Sequential cells grouped by signal name:
Drawn at 2 px/um. Other sequential cells in the stronger gray, the rest of the logic in the fainter gray.
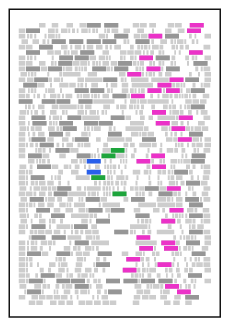
Track usage over the die:
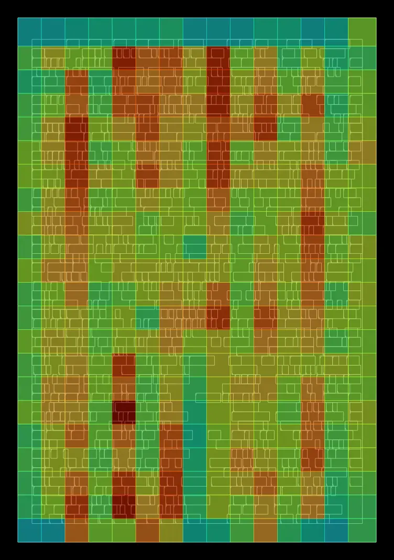
### src/rtl/mem_port_arbiter.sv
// mem_port_arbiter: shares one single-port memory between the CPU fetch path
// and the load/store path. One access at a time, fair tie-break between the
// two requesters, and a watchdog that turns a hung access into a bus error.
//
// Handshake semantics (all three ports):
//   - Requesters hold req high (level) with stable addr/we/wdata until their
//     one-cycle done pulse; on the edge ending the done cycle they either drop
//     req or present the next request. req still high in the following IDLE
//     cycle is a new access.
//   - Memory side: mem_req stays high with stable mem_we/mem_addr/mem_wdata
//     until the memory answers with a one-cycle mem_ready (mem_rdata valid in
//     that same cycle) or the watchdog expires. mem_ready is ignored whenever
//     no access is outstanding.
module mem_port_arbiter #(
  parameter int AW      = 32,
  parameter int DW      = 32,
  parameter int TIMEOUT = 15
) (
  input  logic          CLK,
  input  logic          RESET,
  // fetch port
  input  logic          if_req,
  input  logic [AW-1:0] if_addr,
  output logic [DW-1:0] if_rdata,
  output logic          if_done,
  output logic          if_err,
  // load/store port
  input  logic          d_req,
  input  logic          d_we,
  input  logic [AW-1:0] d_addr,
  input  logic [DW-1:0] d_wdata,
  output logic [DW-1:0] d_rdata,
  output logic          d_done,
  output logic          d_err,
  // memory port
  output logic          mem_req,
  output logic          mem_we,
  output logic [AW-1:0] mem_addr,
  output logic [DW-1:0] mem_wdata,
  input  logic [DW-1:0] mem_rdata,
  input  logic          mem_ready,
  // debug: current sequencer state (IDLE=0, BUSY=1, RESP=2)
  output logic [1:0]    dbg_state
);

  localparam logic [1:0] S_IDLE = 2'd0;
  localparam logic [1:0] S_BUSY = 2'd1;
  localparam logic [1:0] S_RESP = 2'd2;

  localparam int              WDW     = (TIMEOUT < 1) ? 1 : $clog2(TIMEOUT + 1);
  localparam logic [WDW-1:0]  WD_LAST = WDW'(TIMEOUT - 1);
  localparam logic [WDW-1:0]  WD_MAX  = {WDW{1'b1}};

  logic [1:0]     state;
  logic [WDW-1:0] wd;       // BUSY cycles elapsed without mem_ready
  logic           owner;    // 1 = data port owns the current access
  logic           last;     // 1 = data port was granted last (reset: fetch)
  logic           grant_d;  // IDLE arbitration result

  assign dbg_state = state;

  // Arbitration: a lone requester wins; on a tie the port not granted last wins.
  always_comb begin
    grant_d = d_req && (!if_req || !last);
  end

  // Sequencer: grant in IDLE, hold the access in BUSY, pulse done in RESP.
  always_ff @(posedge CLK) begin
    if (RESET) begin
      state     <= S_IDLE;
      owner     <= 1'b0;
      last      <= 1'b0;
      wd        <= '0;
      mem_req   <= 1'b0;
      mem_we    <= 1'b0;
      mem_addr  <= '0;
      mem_wdata <= '0;
      if_done   <= 1'b0;
      d_done    <= 1'b0;
      if_err    <= 1'b0;
      d_err     <= 1'b0;
      if_rdata  <= '0;
      d_rdata   <= '0;
    end else begin
      if_done <= 1'b0;
      d_done  <= 1'b0;
      case (state)
        S_IDLE: begin
          if (if_req || d_req) begin
            owner     <= grant_d;
            last      <= grant_d;
            mem_req   <= 1'b1;
            mem_we    <= grant_d && d_we;   // fetches are always reads
            mem_addr  <= grant_d ? d_addr : if_addr;
            mem_wdata <= grant_d ? d_wdata : '0;
            wd        <= '0;
            state     <= S_BUSY;
          end
        end
        S_BUSY: begin
          if (mem_ready) begin
            mem_req <= 1'b0;
            state   <= S_RESP;
            if (owner) begin
              d_done <= 1'b1;
              d_err  <= 1'b0;
              if (!mem_we) d_rdata <= mem_rdata;  // stores leave d_rdata alone
            end else begin
              if_done  <= 1'b1;
              if_err   <= 1'b0;
              if_rdata <= mem_rdata;
            end
          end else if (wd == WD_LAST) begin
            // Memory hung: abort and report a bus error with zeroed data.
            mem_req <= 1'b0;
            state   <= S_RESP;
            if (owner) begin
              d_done  <= 1'b1;
              d_err   <= 1'b1;
              d_rdata <= '0;
            end else begin
              if_done  <= 1'b1;
              if_err   <= 1'b1;
              if_rdata <= '0;
            end
          end else if (wd != WD_MAX) begin
            wd <= wd + WDW'(1);
          end
        end
        S_RESP: begin
          state <= S_IDLE;
        end
        default: begin
          state <= S_IDLE;
        end
      endcase
    end
  end

endmodule
### config.mk
export PLATFORM = sky130hd
export DESIGN_NAME = mem_port_arbiter
export DESIGN_NICKNAME = d
export VERILOG_FILES = /design/src/rtl/mem_port_arbiter.sv
export SDC_FILE = /design/constraint.sdc
export NUM_CORES = 1
export LEC_CHECK = 0
export ABC_AREA = 1
export CAP_MARGIN = 20
export CORE_ASPECT_RATIO = 1.5
export CORE_MARGIN = 4
export CORE_UTILIZATION = 41
export CTS_CLUSTER_SIZE = 24
export DETAILED_ROUTE_END_ITERATION = 6
export PLACE_DENSITY_LB_ADDON = 0.12
export SYNTH_ARGS = -nofsm -noshare
export SYNTH_HDL_FRONTEND = slang
export SYNTH_SLANG_ARGS = --single-unit
### constraint.sdc
create_clock -name CLK -period 2 [get_ports CLK]
set_input_delay 0.5 -clock CLK [delete_from_list [all_inputs] [get_ports CLK]]
set_output_delay 0.5 -clock CLK [all_outputs]
set_load 0.01 [all_outputs]
==> results.txt <==
The synthesis and place-and-route flow finished, so here is a summary.

The endpoint of the worst hold-timing path is mem_req. The number of ports placed on the die boundary is 270. For this run, the script counts the antenna cells in the layout as 0. After floorplanning, the core was divided into 52 placement rows. The tally of buffers added on design ports is 269. The worst path arrival time came out at 1.39 ns. Cell internal power was estimated by the tool at 5.93 mW. The worst vdd rail ir drop came out at 0.570 mV. Per STA, the worst path is made up of clkdlybuf4s50_1.

The switching component of the power was reported as 1.99 mW. STA classifies the critical path startpoint as a register. Among logic cells in the layout, the one with the most instances is sky130_fd_sc_hd__clkdlybuf4s50_1. The yosys stat cell total came out at 766. The design draws 7.92 mW. The STA report counts the stages on the worst setup path as 1.

The largest part of the power goes to clock. The required time at the worst-slack endpoint came out at 1.50 ns. The cell taking the most area after synthesis is sky130_fd_sc_hd__dfxtp_1.

The clock latency on the worst-skew pair is 0.41 ns. The number of distinct library cells after synthesis came out at 25. Per the CTS log, the root buffer master is sky130_fd_sc_hd__clkbuf_16. Of the synthesized area, sequential elements account for 49.0%. The launch point of the critical path was reported as dbg_state[0].

The initial core utilization is 42.2%. Of the total power, the share spent switching nets is 25.1%. By area the synthesized netlist is led by sky130_fd_sc_hd__dfxtp_1, sky130_fd_sc_hd__nand2_1, sky130_fd_sc_hd__a21oi_1.

The die span in y is 153 um. The average via count per standard cell came out at 5.05. The placed wire-length estimate after detailed placement is 13600 um. Hold analysis shows the worst path with a depth of 2.

The power drawn by the combinational cells came out at 1.47 mW. The clock passes through at most 2 buffers. The count of cells resized by post-cts repair is 0.

The setup slack on the worst flop-to-flop path is 0.30 ns. The max-cap violation count is 0. The total die size is 16000 um2. At floorplan, the net count of the design was reported as 902.

The capture point of the worst reg-to-reg path is if_rdata[12]. The initial detailed-routing violation count came out at 230. The endpoint of the most critical setup path is dbg_state[0]. Global routing finished with a remaining overflow of 0. The number of vias in the routed layout came out at 5995. The clock distribution power came out at 3.35 mW.

In the final report, the number of pins over their slew limit comes to 0. The power density relative to cell area is 858 nW/um2. The number of filler cells placed in the layout is 1168. The routability congestion estimate came out at 0.812. The post-synth area from yosys stat came out at 5760 um2. The net count of the finished layout came out at 1151. The clock-pin slew on the worst setup and hold paths came out at 0.06 ns. The path class of the tightest hold or removal check is in -> reg. The number of antenna violations at the first check in global routing is 0. The power share of the combinational group is 18.5%. The area share of the largest cell type after synthesis came out at 49.0%. Setup repair after global routing left no endpoint under its margin. The buffers inserted during post-CTS setup optimization is 0. The synthesis-to-finish area growth came out at 60.1%. The clock arrives with 0.0110 ns of skew.

The launch point of the worst hold path is RESET. The worst register-to-register path begins at wd[0]. The run finished with clean final reports. The endpoint kind of the worst setup timing path is a primary output. The number of buffers created by CTS came out at 17. The number of buffers inserted by hold repair at cts came out at 0. Entering global routing, the biggest net connects 61 pins.

The proportion of power drawn by the clock network came out at 42.3%. The master of the slowest instance on the critical path is sky130_fd_sc_hd__clkdlybuf4s50_1. The number of global-route vias before repair came out at 5905. The top fanout value on the critical path came out at 4.

The DRC violation total left in the routed layout is recorded as 0. The number of cells on the worst reg-to-reg path is 8. The average instance area after synthesis came out at 7.52 um2.

The number of standard cells after synthesis is 766. The finished cells cover 9220 um2. The cell area after placement is 8590 um2. For the final routed database, the setup TNS stands at 0 ns. The tally of yosys warning messages came out at 0.

The maximum clock frequency came out at 0.529 GHz. The first detailed-routing pass took 5 iterations. Across all hold checks on the routed design, the worst slack comes to 0.343 ns. The final worst-path cycle share came out at 94.5%. The width of the chip is 105 um.

TritonCTS built the clock tree. The actual slew at the worst max-slew pin came out at 0.633 ns. In the post-route report, total wirelength is listed as 18700 um. The largest stage delay on the critical path is 0.59 ns. The total of flip-flops plus latches after synthesis is 141.

The first-pass GRT wire length is 30300 um. The leakage power total came out at 3.60 nW. In this run the cell area of the synthesized design comes to 5760 um2.

In the setup report, the worst path falls into the class reg -> out. The clock period minus worst slack is 1.89 ns. The count of antenna-violating nets left after detailed routing is 0.

The largest delay contributor family on the critical path is buffers and inverters. The final hold violation count is 0. The global-route met2 utilization came out at 41.2%. In this run the number of H-tree levels came out at 4. The placeable core region came out at 13700 um2.

The total number of clock tree sinks came out at 141. The part of the power in registers is 39.1%. OpenROAD emitted warnings numbering 27. Of the cells placed in the final design, the portion with a size suffix greater than 1 is 6.63%. The most common logic cells in the final layout are sky130_fd_sc_hd__clkdlybuf4s50_1, sky130_fd_sc_hd__nand2_1, sky130_fd_sc_hd__dfxtp_1. The combined buffer and inverter count along the critical path came out at 1. The count of endpoints failing setup in the final report came out at 0. The relative slew slack came out at 57.8%.
Back to the opening pictures, 'sequential cells grouped by signal name':
- green: wd (placed flops 4; where middle)
- blue: dbg_state (placed flops 2)
- magenta: d_rdata (placed flops 32; where a vertical strip on the right)
- not colored: 103
utilization after layout: 67.5%
sequential logic power: 3.10 mW
register area: 2820 um2
sequential share of cell area: 30.6%

Back to the opening pictures, 'track usage over the die':
busiest layer in global routing: met2
met3 layer usage reported by global route: 9.54%
GR Util All Layers: 23.1%
met1 routing resource usage after global routing: 24.6%
routed length per instance: 15.7 um

cells in the mapped netlist (all sizes together):
| master | n |
|---|---|
| o21a | 1 |
| ha | 2 |
| dfxtp | 141 |
| clkbuf | 31 |
| o22ai | 1 |
| a31oi | 32 |
| a21oi | 101 |
| buf | 32 |
| o21ai | 33 |
| inv | 48 |
| nand4 | 67 |
| nor3 | 2 |
| nand3 | 11 |
| nor2 | 13 |
| nand2 | 251 |
logic make-up after synthesis:
kind of cell	Yosys count	share of synthesized area, %
AND/OR/NAND/NOR	344	26.4
adder cells (fa/ha/maj)	2	0.434
AND-OR/OR-AND	168	15.6
buffers and inverters	111	8.62
flip-flops	141	49.0
final cells by class:
cell class / instances / area [um2] / share of cell area (%)
Clock inverter: 9 / 161 / 1.75
Multi-Input combinational cell: 514 / 2450 / 26.6
Clock buffer: 21 / 470 / 5.10
Inverter: 48 / 180 / 1.95
Timing Repair Buffer: 293 / 2930 / 31.8
Tap cell: 162 / 203 / 2.20
Sequential cell: 141 / 2820 / 30.6
routing by layer:
| metal | vias up | share of wire [%] |
|---|---|---|
| li1 | 3069 | - |
| met1 | 2680 | 38 |
| met2 | 223 | 51 |
| met3 | 23 | 8.7 |
| met4 | 0 | 2.1 |
| met5 | - | 0 |
through the flow:
stage / setup slack (ns) / cells
floorplan: 0.630 / 766
finish: 0.110 / 1188
global route: 0.0603 / 1188
CTS: 0.0214 / 1188
global placement: 0.154 / 1158
detailed placement: 0.120 / 1158
sequential cells by signal (all words and copies together), names as in the netlist, 2 cells and up:
register	cells
if_rdata	32
wd	4
dbg_state	2
mem_addr	32
mem_wdata	32
d_rdata	32
No activity file was given, so power comes from the tool's default toggle rates.
